[src/rtl/bram_stream_fifo_ctrl_pkg.sv]
// Shared BRAM tile constants and small helpers for the stream FIFO controller.
// Holds the tile geometry and width-select encodings used by the BRAM-side blocks.
package bram_stream_fifo_ctrl_pkg;

  localparam int BRAM_ADDR_W = 11;
  localparam int BRAM_DATA_W = 32;
  localparam int BRAM_WORDS  = 512;

  typedef enum logic [1:0] {
    BRAM_W32 = 2'd0,
    BRAM_W16 = 2'd1,
    BRAM_W8  = 2'd2
  } bram_width_e;

  // Number of reads currently travelling through the BRAM latency pipe.
  function automatic logic [1:0] vld_count(input logic [1:0] v);
    return {1'b0, v[0]} + {1'b0, v[1]};
  endfunction

endpackage

[src/rtl/bram_fifo_obuf.sv]
// Small register FIFO that absorbs BRAM read data and presents a registered head word.
// Shifts toward entry 0 on pop so the head is always r_mem[0].
module bram_fifo_obuf #(
  parameter int DATA_W = 32,
  parameter int DEPTH  = 2,
  parameter int CW     = $clog2(DEPTH + 1)
) (
  input  logic              clk,
  input  logic              rst,
  input  logic              i_clr,
  input  logic              i_push,
  input  logic [DATA_W-1:0] i_data,
  input  logic              i_pop,
  output logic [DATA_W-1:0] o_head,
  output logic [CW-1:0]     o_cnt
);

  logic [DATA_W-1:0] r_mem [DEPTH];
  logic [CW-1:0]     r_cnt;
  logic [CW-1:0]     w_wr_idx;

  // A push in the same cycle as a pop lands one slot lower, after the shift.
  assign w_wr_idx = r_cnt - CW'(i_pop);

  always_ff @(posedge clk or posedge rst) begin
    if (rst) begin
      r_cnt <= '0;
      for (int i = 0; i < DEPTH; i++) r_mem[i] <= '0;
    end else if (i_clr) begin
      r_cnt <= '0;
    end else begin
      if (i_pop) begin
        for (int i = 0; i < DEPTH - 1; i++) r_mem[i] <= r_mem[i+1];
      end
      if (i_push) begin
        for (int i = 0; i < DEPTH; i++) begin
          if (w_wr_idx == CW'(i)) r_mem[i] <= i_data;
        end
      end
      r_cnt <= r_cnt + CW'(i_push) - CW'(i_pop);
    end
  end

  assign o_head = r_mem[0];
  assign o_cnt  = r_cnt;

endmodule

[src/rtl/bram_stream_fifo_ctrl.sv]
// Valid/ready stream FIFO built on one 512x32 BlockRAM tile with first-word-fall-through output.
// Read issue is credit-limited so the output buffer can never overflow.
module bram_stream_fifo_ctrl
  import bram_stream_fifo_ctrl_pkg::*;
#(
  parameter int DEPTH        = 512,
  parameter int RD_LATENCY   = 1,
  parameter int AFULL_THRESH = 480
) (
  input  logic                   clk,
  input  logic                   rst,
  input  logic                   flush,
  input  logic [BRAM_DATA_W-1:0] s_data,
  input  logic                   s_valid,
  output logic                   s_ready,
  output logic [BRAM_DATA_W-1:0] m_data,
  output logic                   m_valid,
  input  logic                   m_ready,
  output logic [9:0]             count,
  output logic                   almost_full,
  output logic                   empty,
  output logic                   mem_wr_en_n,
  output logic [BRAM_ADDR_W-1:0] mem_wr_addr,
  output logic [BRAM_DATA_W-1:0] mem_wr_data,
  output logic [BRAM_ADDR_W-1:0] mem_rd_addr,
  input  logic [BRAM_DATA_W-1:0] mem_rd_data
);

  localparam int AW         = $clog2(DEPTH);
  localparam int PW         = AW + 1;
  localparam int OBUF_DEPTH = RD_LATENCY + 1;

  logic [PW-1:0]         r_wp;
  logic [PW-1:0]         r_rp;
  logic [RD_LATENCY-1:0] r_rd_vld_p;
  logic [9:0]            r_count;

  logic [PW-1:0] w_mem_cnt;
  logic          w_push;
  logic          w_pop;
  logic          w_issue;
  logic          w_capture;
  logic [1:0]    w_inflight;
  logic [1:0]    w_obuf_cnt;
  logic [2:0]    w_used;

  assign w_mem_cnt = r_wp - r_rp;
  assign s_ready   = !rst && !flush && (w_mem_cnt != PW'(DEPTH));
  assign w_push    = s_valid && s_ready;
  assign w_pop     = m_valid && m_ready;

  // Credits: buffered plus in-flight words, less the one leaving this cycle, must leave room.
  assign w_inflight = vld_count(2'(r_rd_vld_p));
  assign w_used     = 3'(w_obuf_cnt) + 3'(w_inflight);
  assign w_issue    = (w_mem_cnt != '0) && (w_used < (3'(OBUF_DEPTH) + 3'(w_pop)));
  assign w_capture  = r_rd_vld_p[RD_LATENCY-1];

  assign mem_wr_en_n = !w_push;
  assign mem_wr_addr = {{(BRAM_ADDR_W-AW){1'b0}}, r_wp[AW-1:0]};
  assign mem_wr_data = s_data;
  assign mem_rd_addr = {{(BRAM_ADDR_W-AW){1'b0}}, r_rp[AW-1:0]};

  // Issue stage -> BRAM latency pipe -> capture into the output buffer.
  always_ff @(posedge clk or posedge rst) begin
    if (rst) begin
      r_wp       <= '0;
      r_rp       <= '0;
      r_rd_vld_p <= '0;
      r_count    <= '0;
    end else if (flush) begin
      r_wp       <= '0;
      r_rp       <= '0;
      r_rd_vld_p <= '0;
      r_count    <= '0;
    end else begin
      if (w_push)  r_wp <= r_wp + 1'b1;
      if (w_issue) r_rp <= r_rp + 1'b1;
      r_rd_vld_p[0] <= w_issue;
      for (int i = 1; i < RD_LATENCY; i++) r_rd_vld_p[i] <= r_rd_vld_p[i-1];
      // Issue and capture only move words internally; the total changes on push/pop.
      r_count <= r_count + 10'(w_push) - 10'(w_pop);
    end
  end

  bram_fifo_obuf #(
    .DATA_W (BRAM_DATA_W),
    .DEPTH  (OBUF_DEPTH),
    .CW     (2)
  ) u_obuf (
    .clk    (clk),
    .rst    (rst),
    .i_clr  (flush),
    .i_push (w_capture),
    .i_data (mem_rd_data),
    .i_pop  (w_pop),
    .o_head (m_data),
    .o_cnt  (w_obuf_cnt)
  );

  assign m_valid     = (w_obuf_cnt != '0);
  assign count       = r_count;
  assign almost_full = (r_count >= 10'(AFULL_THRESH));
  assign empty       = (r_count == '0);

endmodule
[config.mk]
export PLATFORM = sky130hd
export DESIGN_NAME = bram_stream_fifo_ctrl
export DESIGN_NICKNAME = d
export VERILOG_FILES = /design/src/rtl/bram_stream_fifo_ctrl_pkg.sv /design/src/rtl/bram_fifo_obuf.sv /design/src/rtl/bram_stream_fifo_ctrl.sv
export SDC_FILE = /design/constraint.sdc
export NUM_CORES = 1
export LEC_CHECK = 0
export ABC_AREA = 1
export CAP_MARGIN = 0
export CELL_PAD_IN_SITES_DETAIL_PLACEMENT = 1
export CELL_PAD_IN_SITES_GLOBAL_PLACEMENT = 2
export CORE_UTILIZATION = 35
export DETAILED_ROUTE_END_ITERATION = 7
export DONT_BUFFER_PORTS = 1
export PLACE_DENSITY_LB_ADDON = 0.1
export SLEW_MARGIN = 20
export SYNTH_ARGS = -nofsm -noshare
export SYNTH_HDL_FRONTEND = slang
export SYNTH_HIERARCHICAL = 1
export SYNTH_SLANG_ARGS = --single-unit
[constraint.sdc]
create_clock -name clk -period 4.94 [get_ports clk]
set_clock_uncertainty 0.2 [all_clocks]
set_input_delay 0.494 -clock clk [delete_from_list [all_inputs] [get_ports clk]]
set_output_delay 0.494 -clock clk [all_outputs]
set_load 0.02 [all_outputs]
**Run 1: register map, names as in the netlist**

(2 px per um)
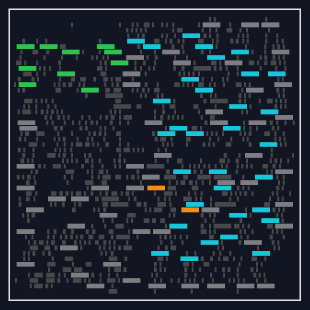
r_wp: marked green, placed flops 10, where top left. u_obuf/o_cnt: marked orange, placed flops 2. u_obuf/r_mem: marked cyan, placed flops 32.
Another 53 sequential cells are not coloured.

**Run 1: routed metal per tile**

(2 px per um) The die is cut into 29 by 29 equal tiles; black is low, pale yellow is high, scaled to the fullest tile. Values are wire area over tile area, all layers added.
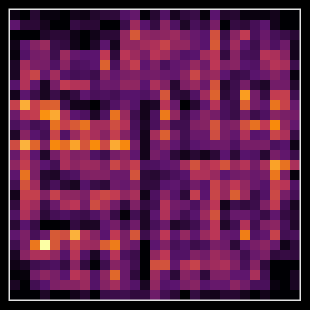
The emptiest ninth of the die: top left. 5.9% of the tiles are nearly empty. The fullest tile reaches 0.51. The densest ninth of the die: left middle. 12% of the tiles are over half the peak. The mean over all tiles is 0.14.
gr usage total: 19.7%
detailed-route via count: 5728
Total Wirelength: 19400 um
drt wl/cell: 16.3 um

==> notes.md, run 1 <==
The implementation run finished. The flow ran to the end, and the final reports show no timing, DRC or antenna violations. Upper clock frequency limit landed at 246 MHz. Looking at the reg2reg group, the worst path starts from r_rp[5]. Final worst-path cycle share landed at 82.4%. Yosys reports the multiplexer fraction of the synthesized area as 0%. Among the non-sequential cells, simple AND/OR/NAND/NOR gates take the most area. Number of antenna-violating nets in the routed design landed at 0. Before placement the cells fill 36.2% of the core. Residual overflow from global routing landed at 0. The report gives the cell count of the worst hold path as 1.

Growth of design area from synthesis to finish landed at -1.79%. The worst hold path belongs to the class input port to register. The report lists the cells along the critical path as inv_1 -> ha_1 -> a21oi_1 -> nor2_1 -> nor2_1 -> nand3_1 -> nand2_1 -> nor2_1 -> nand2_1 -> nand3_2 -> ha_1 -> inv_1 -> ha_1 -> fa_1 -> nand2_1 -> inv_1 -> o21ai_0 -> and2_1 -> nor2_1 -> o21ai_0 -> nand2_1 -> o21ai_0 -> a21oi_1. Number of warnings in the stage logs landed at 33. Per the gpl log, the routability congestion estimate is 0.804. Final setup violation count landed at 0. Post-cts hold buffer count landed at 2.

The launch point of the worst min-delay path is recorded as flush. Looking at the hold checks, the worst path lands on u_obuf/o_cnt[0]. Count of maximum capacitance violations landed at 0. The clock passes through at most 2 buffers. The slowest stage of the critical path belongs to the cell sky130_fd_sc_hd__dfrtp_1. TritonCTS built the clock tree.

Along the critical path, the tally of buffer and inverter instances is 3. Worst hold slack after final layout landed at 14.6 ps. Fraction of final layout cells with drive strength greater than 1 landed at 7.78%. In this run the number of H-tree levels came out at 3. Detailed-placement wirelength estimate landed at 13300 um.

Number of cells on the worst reg-to-reg path landed at 23. Sequential share of the synthesized area landed at 34.0%. Fraction of synthesized cell area taken by the top area cell type landed at 34.0%. According to the timing report, the data required time at the worst endpoint equals 4990 ps. In this design, the largest share of critical-path delay is due to adder cells. Clock tree synthesis selected as its root buffer the cell sky130_fd_sc_hd__clkbuf_16. Number of synthesized register bits landed at 97. The gate-level netlist out of Yosys references 36 unique cell types.

Time the final worst path needs with I/O delays and setup landed at 4070 ps. Post-detailed-route via-to-cell ratio landed at 4.81. The number of antenna violations at the first check in global routing is 0. Final instance area landed at 7010 um^2. Area after detailed placement landed at 6680 um^2. In the final layout, the fill cell count is 2470. Via count of the first global-routing pass landed at 6184. The floorplan report gives the top-level pin count as 170. Number of antenna repair diodes landed at 0.

The count of buffers added on input and output ports is 0. Largest stage delay on the critical path landed at 560 ps. STA classifies the critical path startpoint as a register. Maximum number of pins on one net before global-route repair landed at 51.

Synthesized-area fraction occupied by xor and xnor cells landed at 2.09%. After clock tree synthesis, the repair step resized 0 gates. Per the synthesis report, the adder-cell share of the synthesized area is 6.07%. After layout, the design draws a total of 4.11 mW.

Per the post-CTS timing run, clock transition at the registers of the reported paths is 80 ps. VDD sags by at most 0.000251 V. For the pin with the worst max-slew slack, the measured transition is 754 ps. The synthesized instance count is 1019. After detailed routing, the number of remaining DRC violations is 0.

The clock reaches the later pin of the worst-skew pair after 350 ps. Number of setup buffers added after CTS landed at 0. Per the OpenROAD floorplan log, the area of the die is 21000 um^2. Before any placement, the netlist area is recorded as 7140 um^2. Counting endpoints that fail hold in the final report gives 0. Row count landed at 51. The analysis attributes to cell leakage a power of 4.13 nW. For reference, the critical path is captured by count[6]. Setup total negative slack on the finished layout was measured at 0 ps. In this run the worst setup path begins at r_rp[5].

The flow reported a cell area power density of 586 nW/um^2. Proportion of synthesized flip-flops having asynchronous set or reset landed at 100%. The synthesis report lists the most area-consuming cells as sky130_fd_sc_hd__dfrtp_1 (34%), sky130_fd_sc_hd__nand2_1 (14%), sky130_fd_sc_hd__buf_4 (9.2%), sky130_fd_sc_hd__inv_1 (9.1%), sky130_fd_sc_hd__nand3_1 (7.6%). The worst setup path is captured at a register. In this run the standard cell core region covers 19700 um^2. Per the synth stats, the flop cell with the highest instance count is sky130_fd_sc_hd__dfrtp_1.

The largest total area in the synthesized netlist belongs to sky130_fd_sc_hd__dfrtp_1. Looking at the setup timing report, the critical path kind is register to register. STA reports a reg2reg setup slack of 870 ps. Worst slew margin relative to its limit landed at 49.7%. Summing the areas of all and, or, nand and nor instances in the mapped netlist gives 30.0% of the synthesized area. For this design, Yosys synthesis ends with a cell count of 1019.

In this run the mean area of a mapped cell was 7.00 um^2. Number of flops mapped to enable cells by yosys landed at 0. Yosys reports a chip area of 7140 um^2.

Critical path depth landed at 23. Setup repair after global routing left no endpoint under its margin. For this run, the number of Yosys warnings is 6.
**Run 1: the metal 3 layer**

(3 px per um)
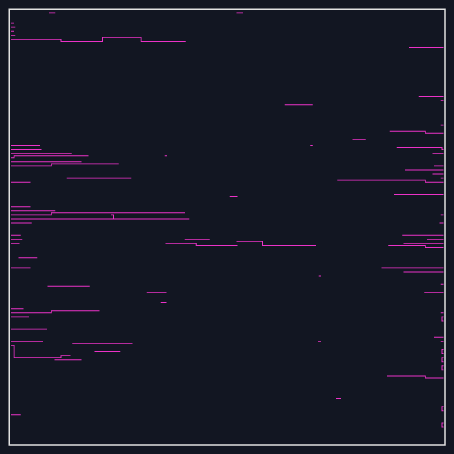
71 nets have wire on it. The layer carries 874 um of wire. The wires run mostly horizontal. The layer holds 4.5% of the routed length. The longest straight run is 59.1 um.

**Run 1: clock wiring as the flow saved it**

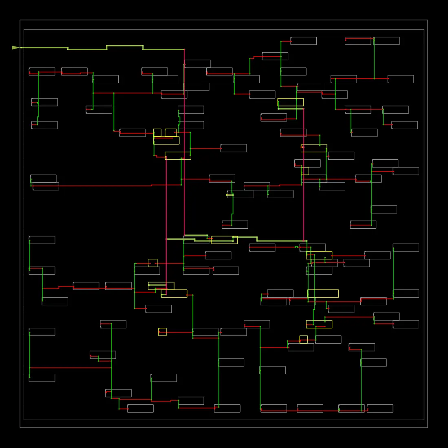
clock buffer count from CTS: 9
total number of clock tree sinks: 97
FFs & Latches: 97

## run 1: where the power goes
group	total [mW]	switching [mW]	internal (mW)	leakage (nW)
combinational	1.81	1.19	0.622	2.74
sequential	1.54	0.463	1.08	1.25
clock	0.750	0.352	0.398	0.136
## run 1: sequential cells by signal, summed over array words and instances (netlist names)
register and cells:
r_wp 10, r_rp 10, u_obuf/r_mem 32, r_rd_vld_p 1
count 10, u_obuf/o_head 32, u_obuf/o_cnt 2
## run 1: layout make-up
class                      count  area [um^2]  share of cell area, %
clock buffer                   9          225                   3.21
clock inverter                 7         80.1                   1.14
inverter                     178          668                   9.53
multi-input combinational    623         3180                   45.3
sequential                    97         2430                   34.6
tap                          265          332                   4.73
timing repair buffer          11          100                   1.43
## run 1: logic make-up (layout without fill, tap and decap cells)
| family | Yosys count | count (layout) |
|---|---|---|
| xor+xnor | 17 | 17 |
| flops | 97 | 97 |
| compound gates | 60 | 60 |
| buf+inv | 302 | 205 |
| fa+ha+maj | 34 | 34 |
| other cells | 1 | 4 |
| simple gates | 508 | 508 |
## run 1: layout by cell type, fill, tap and decap left out, types with 8 or more instances in the layout
master                      Yosys  final
sky130_fd_sc_hd__nor2_1       103    103
sky130_fd_sc_hd__nand4_1       15     15
sky130_fd_sc_hd__xor2_1        14     14
sky130_fd_sc_hd__ha_1          33     33
sky130_fd_sc_hd__a21oi_1       11     11
sky130_fd_sc_hd__clkbuf_16      0      9
sky130_fd_sc_hd__buf_4         87      8
sky130_fd_sc_hd__dfrtp_1       97     97
sky130_fd_sc_hd__nand2_1      266    266
sky130_fd_sc_hd__inv_1        173    171
sky130_fd_sc_hd__nand3_1      108    108
sky130_fd_sc_hd__o21ai_0       11     11
sky130_fd_sc_hd__o21ai_2       32     32
## run 1: stage by stage
| stage | setup WS (ps) | util [%] | std cells |
|---|---|---|---|
| 2_1_floorplan | 1230 | - | 1022 |
| 3_3_place_gp | 966 | 33.9 | 1172 |
| 3_5_place_dp | 894 | 33.9 | 1172 |
| 4_1_cts | 869 | 35.5 | 1190 |
| 5_1_grt | 449 | 35.5 | 1190 |
| 6_report | 870 | 35.5 | 1190 |
## run 1: cell usage after synthesis, types with 3 or more instances
master,count
sky130_fd_sc_hd__a21oi_1,11
sky130_fd_sc_hd__buf_2,20
sky130_fd_sc_hd__buf_4,87
sky130_fd_sc_hd__buf_6,8
sky130_fd_sc_hd__clkbuf_1,9
sky130_fd_sc_hd__dfrtp_1,97
sky130_fd_sc_hd__ha_1,33
sky130_fd_sc_hd__inv_1,173
sky130_fd_sc_hd__inv_2,5
sky130_fd_sc_hd__nand2_1,266
sky130_fd_sc_hd__nand3_1,108
sky130_fd_sc_hd__nand3b_1,3
sky130_fd_sc_hd__nand4_1,15
sky130_fd_sc_hd__nor2_1,103
sky130_fd_sc_hd__o21ai_0,11
sky130_fd_sc_hd__o21ai_2,32
sky130_fd_sc_hd__xnor2_1,3
sky130_fd_sc_hd__xor2_1,14
## run 1: per-layer routing
metal | vias up | GRT usage, % | wire (um)
met5 | - | 0 | 0
met4 | 0 | 5.37 | 183
met3 | 11 | 3.95 | 873
met2 | 90 | 36.1 | 9890
met1 | 2811 | 23.2 | 8480
li1 | 2816 | - | -
**Run 1: cells by drive strength**

(3 px per um)
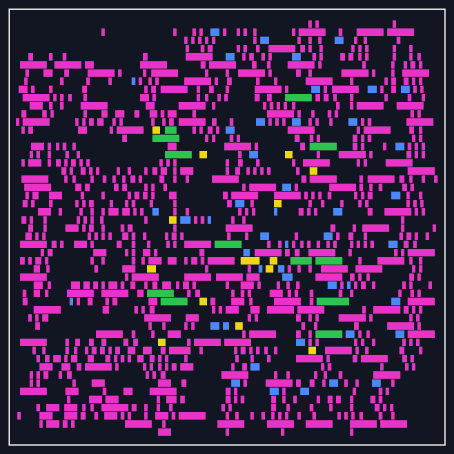

==> inputs of run 2 (changes only) <==
Clock period 4.94 ns to 3.9 ns, I/O delays scaled along.
**Run 2: cells by drive strength**

(3 px per um)
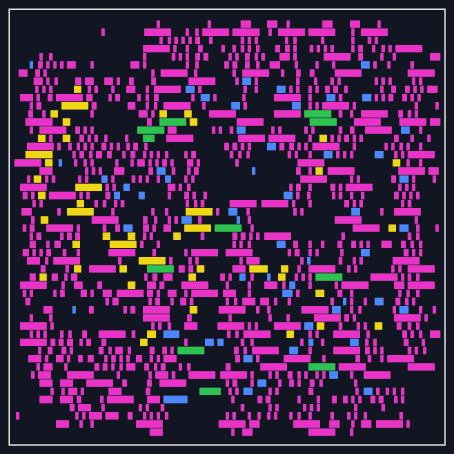
drive 1 or less: marked magenta, cells 853. drive 3 to 4: marked yellow, cells 45. drive 2: marked blue, cells 56. drive 6 and up: marked green, cells 11.
non-clock buffer count in the final layout: 51
setup slack of the critical path after layout: 337 ps
Area Overhead vs Synth: 4.40%
post-route standard cell area excluding fillers: 7450 um^2

**Run 2: routed metal per tile**

(2 px per um) The die is cut into 29 by 29 equal tiles; black is low, pale yellow is high, scaled to the fullest tile. Values are wire area over tile area, all layers added.
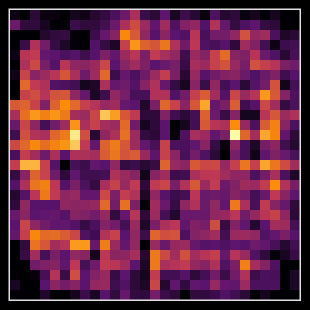
6.1% of the tiles are nearly empty. The fullest tile reaches 0.45. The mean over all tiles is 0.15. The densest ninth of the die: left middle. 19% of the tiles are over half the peak.
drt wl/cell: 16.2 um
gr usage total: 20.0%
detailed-route via count: 5908

==> notes.md, run 2 <==
The implementation run finished. The area of the core is 19700 um^2 (unchanged). Clock slew seen by the registers of the worst setup and hold paths landed at 80 ps (about the same). Die width landed at 145 um (unchanged). The TritonCTS sink count came to 97 (unchanged). Most instantiated logic cells after routing: sky130_fd_sc_hd__nand2_1 (262), sky130_fd_sc_hd__inv_1 (170), sky130_fd_sc_hd__nand3_1 (108) (was sky130_fd_sc_hd__nand2_1 (266), sky130_fd_sc_hd__inv_1 (171), sky130_fd_sc_hd__nand3_1 (108)).

The proportion of synthesized flip-flops having asynchronous set or reset is 100% (unchanged). The launching element type of the critical path is a register (unchanged). The switching power came to 2.56 mW (was 2.00 mW). The largest vdd supply drop was 0.000323 V (was 0.000251 V). The most common cell after layout, fill and taps aside was sky130_fd_sc_hd__nand2_1 (unchanged). The largest area contributor in the synthesized netlist is sky130_fd_sc_hd__dfrtp_1 (unchanged). Transition time of the tightest slew-check pin landed at 932 ps (was 754 ps). The fraction of synthesized cell area taken by the top area cell type was 34.0% (unchanged). The tally of yosys warning messages is 6 (unchanged).

The critical path startpoint was r_rp[2] (was r_rp[5]). The time the final worst path needs with I/O delays and setup was 3560 ps (was 4070 ps). Total internal power landed at 2.65 mW (was 2.10 mW).

The number of flops mapped to enable cells by yosys was 0 (unchanged). The final worst-path cycle share was 91.3% (was 82.4%). The synthesized area divided by synthesized cell count was 7.00 um^2 (unchanged). Number of buffers created by CTS landed at 9 (unchanged).

The prevailing post-synth register cell is sky130_fd_sc_hd__dfrtp_1 (unchanged). The leakage power figure was 4.32 nW (was 4.13 nW). The element type at the critical path end was a register (unchanged). Row count landed at 51 (unchanged).

Number of synthesized register bits landed at 97 (unchanged). Final-layout fill cell count landed at 2467 (was 2470). Worst setup timing slack at the placement stage landed at 58.7 ps (was 894 ps). Count of mapped cells out of synthesis landed at 1019 (unchanged). Post-synth top cells: sky130_fd_sc_hd__nand2_1 (266), sky130_fd_sc_hd__inv_1 (173), sky130_fd_sc_hd__nand3_1 (108) (unchanged). The end point of the worst hold path is u_obuf/r_mem[6] (was u_obuf/o_cnt[0]). H-tree depth landed at 3 (unchanged). Number of buffers on the longest clock path landed at 2 (unchanged). The worst setup path category is register to register (unchanged).

Slack of the worst reg-to-reg path landed at 340 ps (was 870 ps). The worst min-delay path class is input port to register (unchanged). The maximum number of pins on one net before global-route repair was 42 (was 51). Status: finished, final reports clean (unchanged). The total DRC errors in the routed layout came to 0 (unchanged). The number of antenna violations at the first check in global routing was 1 (was 0).

The synthesized cell area was 7140 um^2 (unchanged). Biggest area contributors in the synthesized netlist: sky130_fd_sc_hd__dfrtp_1 (34%), sky130_fd_sc_hd__nand2_1 (14%), sky130_fd_sc_hd__buf_4 (9.2%), sky130_fd_sc_hd__inv_1 (9.1%), sky130_fd_sc_hd__nand3_1 (7.6%) (unchanged). The number of cells in the yosys synthesis report was 1019 (unchanged).

Worst slew margin relative to its limit landed at 37.8% (was 49.7%). The total die size came to 21000 um^2 (unchanged). Final hold violation count landed at 0 (unchanged). The post-synth area from yosys stat is 7140 um^2 (unchanged).

The upper clock frequency limit is 281 MHz (was 246 MHz). Combinational share of power landed at 45.9% (was 44.1%). Depth of the worst hold-timing path landed at 2 (was 1). The post-detailed-route via-to-cell ratio was 4.80 (was 4.81).

Number of distinct library cells after synthesis landed at 36 (unchanged). The share of total power consumed by net switching is 49.2% (was 48.8%). The worst setup path endpoint is count[6] (unchanged). The residual overflow from global routing is 0 (unchanged). The number of antenna repair diodes is 0 (unchanged).

Sum of routed wire length over all layers landed at 19900 um (was 19400 um). Number of warnings in the stage logs landed at 33 (unchanged). The count of input and output buffers came to 0 (unchanged). The part of the total power dissipated in sequential elements came to 37.1% (was 37.6%).

Top fanout value on the critical path landed at 7 (was 6). The detailed-placement wirelength estimate came to 13700 um (was 13300 um). The via count of the first global-routing pass came to 6224 (was 6184). Sequential share of the synthesized area landed at 34.0% (unchanged).

Power density of the placed cells landed at 699 nW/um^2 (was 586 nW/um^2). The clock root buffer master is sky130_fd_sc_hd__clkbuf_16 (unchanged). Initial standard-cell utilization of the core landed at 36.2% (unchanged). The clock latency reported for the late side of the worst-skew pair came to 360 ps (was 350 ps). The utilization after layout came to 37.8% (was 35.5%). The total negative setup slack came to 0 ps (unchanged). Setup repair after global routing missed its margin: false (unchanged). Portion of total power attributed to the clock network landed at 17.1% (was 18.3%).
-- run 2: cell types whose count changed in the layout (fill, tap and decap cells not counted), moves of 3 or more --
| cell | before | now |
|---|---|---|
| sky130_fd_sc_hd__nand2_1 | 266 | 262 |
| sky130_fd_sc_hd__ha_4 | 0 | 8 |
| sky130_fd_sc_hd__dlygate4sd3_1 | 2 | 19 |
| sky130_fd_sc_hd__o21ai_0 | 11 | 8 |
| sky130_fd_sc_hd__buf_4 | 8 | 31 |
| sky130_fd_sc_hd__ha_1 | 33 | 24 |
| sky130_fd_sc_hd__nand2_2 | 1 | 5 |
| sky130_fd_sc_hd__o21ai_1 | 0 | 3 |
-- run 2: metrics by stage --
stage	hold slack [ps]	instances	total power [mW]
after floorplan	255	1022	3.98
after global placement	208	1192	4.21
after detailed placement	214	1192	4.31
after CTS	0.869	1228	5.26
after global routing	0.933	1230	5.72
final	10.7	1230	5.21
-- run 2: critical path: stages, from the launching register on --
cell	delay, ps
sky130_fd_sc_hd__dfrtp_1	380
sky130_fd_sc_hd__inv_1	100
sky130_fd_sc_hd__ha_4	230
sky130_fd_sc_hd__or2_1	260
sky130_fd_sc_hd__nand3_1	120
sky130_fd_sc_hd__nand2_1	60
sky130_fd_sc_hd__nand2_1	50
sky130_fd_sc_hd__nand2_1	40
sky130_fd_sc_hd__nand2_1	80
sky130_fd_sc_hd__nor2_2	40
sky130_fd_sc_hd__nand2_1	90
sky130_fd_sc_hd__nand3_2	100
sky130_fd_sc_hd__ha_1	290
sky130_fd_sc_hd__inv_1	40
sky130_fd_sc_hd__ha_2	200
sky130_fd_sc_hd__fa_2	350
sky130_fd_sc_hd__nand2_1	70
sky130_fd_sc_hd__inv_1	50
sky130_fd_sc_hd__o21ai_1	100
sky130_fd_sc_hd__and2_1	160
sky130_fd_sc_hd__nor2_1	60
sky130_fd_sc_hd__o21ai_1	110
sky130_fd_sc_hd__nand2_1	80
sky130_fd_sc_hd__o21ai_1	120
sky130_fd_sc_hd__a21oi_1	60
-- run 2: cell type report --
cell class	instances	area, um^2	share of cell area [%]
inverters	178	668	8.97
well taps	265	332	4.45
clock inverters	7	56.3	0.756
multi-input cells	623	3300	44.3
flip-flops and latches	97	2430	32.6
clock buffers	9	225	3.02
repair buffers	51	443	5.95
-- run 2: repair_timing --
item | in CTS | in global routing
hold endpoints to repair | 126 | 0
hold buffers | 20 | 0
resized | 0 | 24
buffers inserted | 0 | 2
endpoints found under the setup margin | 0 | 3
-- run 2: power by group through the flow --
stage               clock network, mW  logic [mW]  registers (mW)
floorplan                           0        2.33            1.65
global placement                    0        2.27            1.94
detailed placement                  0        2.35            1.96
CTS                             0.924        2.40            1.94
global route                    0.958        2.77            1.99
finish                          0.889        2.39            1.93
-- run 2: routing by layer --
metal,routed length [um],track usage [%]
met1,8850,23.5
met3,801,3.98
met4,273,6.32
met5,13,0
met2,9930,36.2
-- run 2: kinds of logic after synthesis --
group / Yosys count / synth area share, %
compound gates: 60 / 6.14
xor+xnor: 17 / 2.09
buf+inv: 302 / 21.7
other cells: 1 / 0.0526
fa+ha+maj: 34 / 6.07
simple gates: 508 / 30.0
flops: 97 / 34.0
**Run 2: register map, names as in the netlist**

(2 px per um)
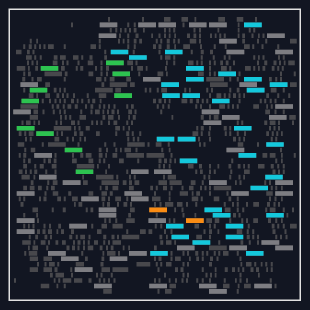

==> inputs of run 3 (changes only) <==
Settings changed: ABC_AREA 1 to default, CORE_UTILIZATION 35 to 25.
**Run 3: register map, names as in the netlist**

(2 px per um)
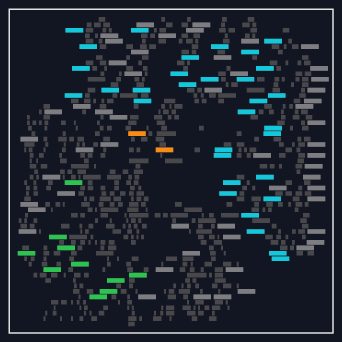
u_obuf/r_mem: marked cyan, placed flops 32. r_wp: marked green, placed flops 10, where bottom left. u_obuf/o_cnt: marked orange, placed flops 2.
sequential power: 1.90 mW
sequential cell area in the final layout: 2430 um^2
final core utilization: 30.1%

**Run 3: routed metal per tile**

(2 px per um) The die is cut into 32 by 32 equal tiles; black is low, pale yellow is high, scaled to the fullest tile. Values are wire area over tile area, all layers added.
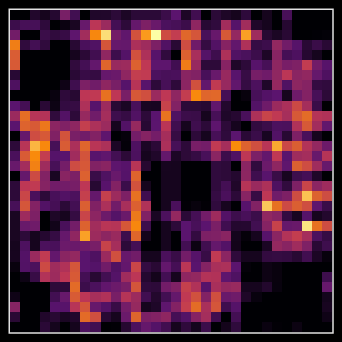
The mean over all tiles is 0.11. The emptiest ninth of the die: bottom right. The densest ninth of the die: left middle. 16% of the tiles are nearly empty. 13% of the tiles are over half the peak. The fullest tile reaches 0.45.
detailed-route via count: 4613
gr usage total: 14.4%
Total Wirelength: 18200 um
drt wl/cell: 18.8 um

==> notes.md, run 3 <==
The implementation run finished. Time the final worst path needs with I/O delays and setup landed at 4170 ps (was 3560 ps). Worst slew margin relative to its limit landed at 36.9% (was 37.8%). Proportion of synthesized flip-flops having asynchronous set or reset landed at 100% (unchanged). Smallest setup slack after layout landed at -271 ps (was 337 ps). Series of cell instances along the critical path: ha_4 -> or2_4 -> a21oi_4 -> a211oi_4 -> or4_4 -> a2111oi_4 -> or2_4 -> ha_4 -> inv_4 -> ha_4 -> a21o_1 -> a21oi_2 -> o21bai_2 -> a2111oi_4 -> o41ai_2 -> xor2_1 -> nor2_1 (was inv_1 -> ha_4 -> or2_1 -> nand3_1 -> nand2_1 -> nand2_1 -> nand2_1 -> nand2_1 -> nor2_2 -> nand2_1 -> nand3_2 -> ha_1 -> inv_1 -> ha_2 -> fa_2 -> nand2_1 -> inv_1 -> o21ai_1 -> and2_1 -> nor2_1 -> o21ai_1 -> nand2_1 -> o21ai_1 -> a21oi_1). The most frequent cell on the critical path is sky130_fd_sc_hd__ha_4 (was sky130_fd_sc_hd__nand2_1). Final hold violation count landed at 9 (was 0). Growth of design area from synthesis to finish landed at 17.1% (was 4.40%). The worst setup path category is register to register (unchanged). Most instantiated logic cells after routing: sky130_fd_sc_hd__dfrtp_1 (97), sky130_fd_sc_hd__buf_4 (63), sky130_fd_sc_hd__a21oi_1 (54) (was sky130_fd_sc_hd__nand2_1 (262), sky130_fd_sc_hd__inv_1 (170), sky130_fd_sc_hd__nand3_1 (108)). Cell total after placement landed at 886 (was 1192). The area of the core was 24600 um^2 (was 19700 um^2). Routability-driven placement congestion ratio landed at 0.733 (was 0.836). The prevailing post-synth register cell is sky130_fd_sc_hd__dfrtp_1 (unchanged). The number of cells in the yosys synthesis report was 629 (was 1019). The total design power is 5.32 mW (was 5.21 mW). The synthesized area divided by synthesized cell count was 10.1 um^2 (was 7.00 um^2). The total DRC errors in the routed layout was 0 (unchanged).

The transition time of the tightest slew-check pin is 946 ps (was 932 ps). The final setup violation count is 4 (was 0). The die width was 161 um (was 145 um). The number of warnings in the stage logs is 40 (was 33).

The largest area contributor in the synthesized netlist is sky130_fd_sc_hd__dfrtp_1 (unchanged). Status: finished, violations left (was finished, final reports clean). Total negative setup slack landed at -876 ps (was 0 ps). The residual overflow from global routing came to 0 (unchanged). The upper clock frequency limit is 240 MHz (was 281 MHz).

Leakage power figure landed at 3.13 nW (was 4.32 nW). Fraction of synthesized cell area taken by the top area cell type landed at 38.4% (was 34.0%). The most common cell after layout, fill and taps aside is sky130_fd_sc_hd__dfrtp_1 (was sky130_fd_sc_hd__nand2_1). Fraction of synthesized area in multiplexers landed at 6.27% (was 0%). The most used standard cell by instance count after synthesis is sky130_fd_sc_hd__dfrtp_1 (was sky130_fd_sc_hd__nand2_1). Clock slew seen by the registers of the worst setup and hold paths landed at 80 ps (about the same). Data required time of the worst path landed at 3980 ps (was 3950 ps). Post-synthesis share of cell area spent on full adders, half adders and majority gates landed at 6.84% (was 6.07%). The row count came to 57 (was 51). The clock root buffer master was sky130_fd_sc_hd__clkbuf_16 (unchanged).

The power density of the placed cells is 718 nW/um^2 (was 699 nW/um^2). The post-synthesis share of cell area spent on and-or and or-and gates came to 15.8% (was 6.14%). The checks that failed: hold timing, setup timing.

The maximum number of pins on one net before global-route repair was 103 (was 42). Number of synthesized register bits landed at 97 (unchanged). Largest stage delay on the critical path landed at 500 ps (was 380 ps). The via count of the first global-routing pass is 5166 (was 6224). The number of antenna violations at the first check in global routing came to 0 (was 1). The top logic cell family in the synthesized netlist is AND-OR/OR-AND gates (was simple AND/OR/NAND/NOR gates).

Number of flops mapped to enable cells by yosys landed at 0 (unchanged). Largest vdd supply drop landed at 0.000243 V (was 0.000323 V). Biggest area contributors in the synthesized netlist: sky130_fd_sc_hd__dfrtp_1 (38%), sky130_fd_sc_hd__buf_4 (10%), sky130_fd_sc_hd__ha_1 (6.5%), sky130_fd_sc_hd__mux2_1 (5.9%), sky130_fd_sc_hd__a221o_1 (5.1%) (was sky130_fd_sc_hd__dfrtp_1 (34%), sky130_fd_sc_hd__nand2_1 (14%), sky130_fd_sc_hd__buf_4 (9.2%), sky130_fd_sc_hd__inv_1 (9.1%), sky130_fd_sc_hd__nand3_1 (7.6%)). The worst min-delay path class was input port to register (unchanged). The detailed-placement wirelength estimate is 12200 um (was 13700 um). The element type at the critical path end is a register (unchanged). TritonCTS sink count landed at 97 (unchanged). The launching element type of the critical path is a register (unchanged). Worst hold slack after final layout landed at -36.3 ps (was 10.7 ps). Setup repair after global routing missed its margin: true (was false).
## run 3: kinds of logic after synthesis
group	count (synthesis)
AOI/OAI and AO/OA	140
muxes	35
DFF	97
other	1
xor gates and xnor gates	14
buffers and inverters	151
and+or+nand+nor	157
adders and majority gates	34
## run 3: per-layer routing
layer / vias to the layer above / global-route usage [%] / wire length (um)
li1: 2158 / - / -
met1: 2343 / 17.3 / 7990
met2: 87 / 25.0 / 9060
met3: 25 / 3.93 / 944
met4: 0 / 4.33 / 242
met5: - / 0 / 0
## run 3: timing repair
item / in CTS / in global routing
setup endpoints to repair: 4 / 12
buffers inserted: 9 / 8
pin swaps: 10 / 25
resized: 4 / 18
hold buffers: 52 / 1
hold endpoints to repair: 113 / 10
## run 3: final cells by class
type	instances	area [um^2]
timing repair buffer	117	1010
fill	2741	17200
sequential	97	2430
multi-input combinational	384	3150
inverter	30	116
clock inverter	6	56.3
clock buffer	10	239
tap	324	405
## run 3: worst register-to-register path, delay by kind of cell (launching register included)
family                   cells  cell delay [ps]
XOR/XNOR                     1              150
AND/OR/NAND/NOR              4             1070
buffers and inverters        1               40
flip-flops                   1              410
AND-OR/OR-AND                8             1660
adder cells (fa/ha/maj)      3              580
## run 3: final timing paths
| check | from | endpoint | slack [ps] | cells past startpoint |
|---|---|---|---|---|
| worst min-delay path | flush | count[4] | -40 | 1 |
| min in group asynchronous | rst | count[4] | 320 | 2 |
| worst min register to register | u_obuf/r_mem[4] | u_obuf/r_mem[4] | 300 | 1 |
| worst max-delay path | r_wp[4] | count[9] | -270 | 17 |
| max in group asynchronous | rst | u_obuf/o_head[16] | 2130 | 3 |
| worst max register to register | r_wp[4] | count[9] | -270 | 17 |
## run 3: power breakdown
part / internal, mW / leakage, nW / switching (mW)
clock network: 0.466 / 0.144 / 0.455
registers: 1.39 / 1.24 / 0.513
logic: 1.18 / 1.75 / 1.32
total: 3.03 / 3.13 / 2.29
## run 3: metrics by stage
stage               area, um^2  utilization (%)
global route              7410             30.1
CTS                       7270             29.5
finish                    7410             30.1
floorplan                 6420                -
detailed placement        6370             25.9
global placement          6370             25.9
Power figures rest on the tool's default switching activity, not on a simulated workload.
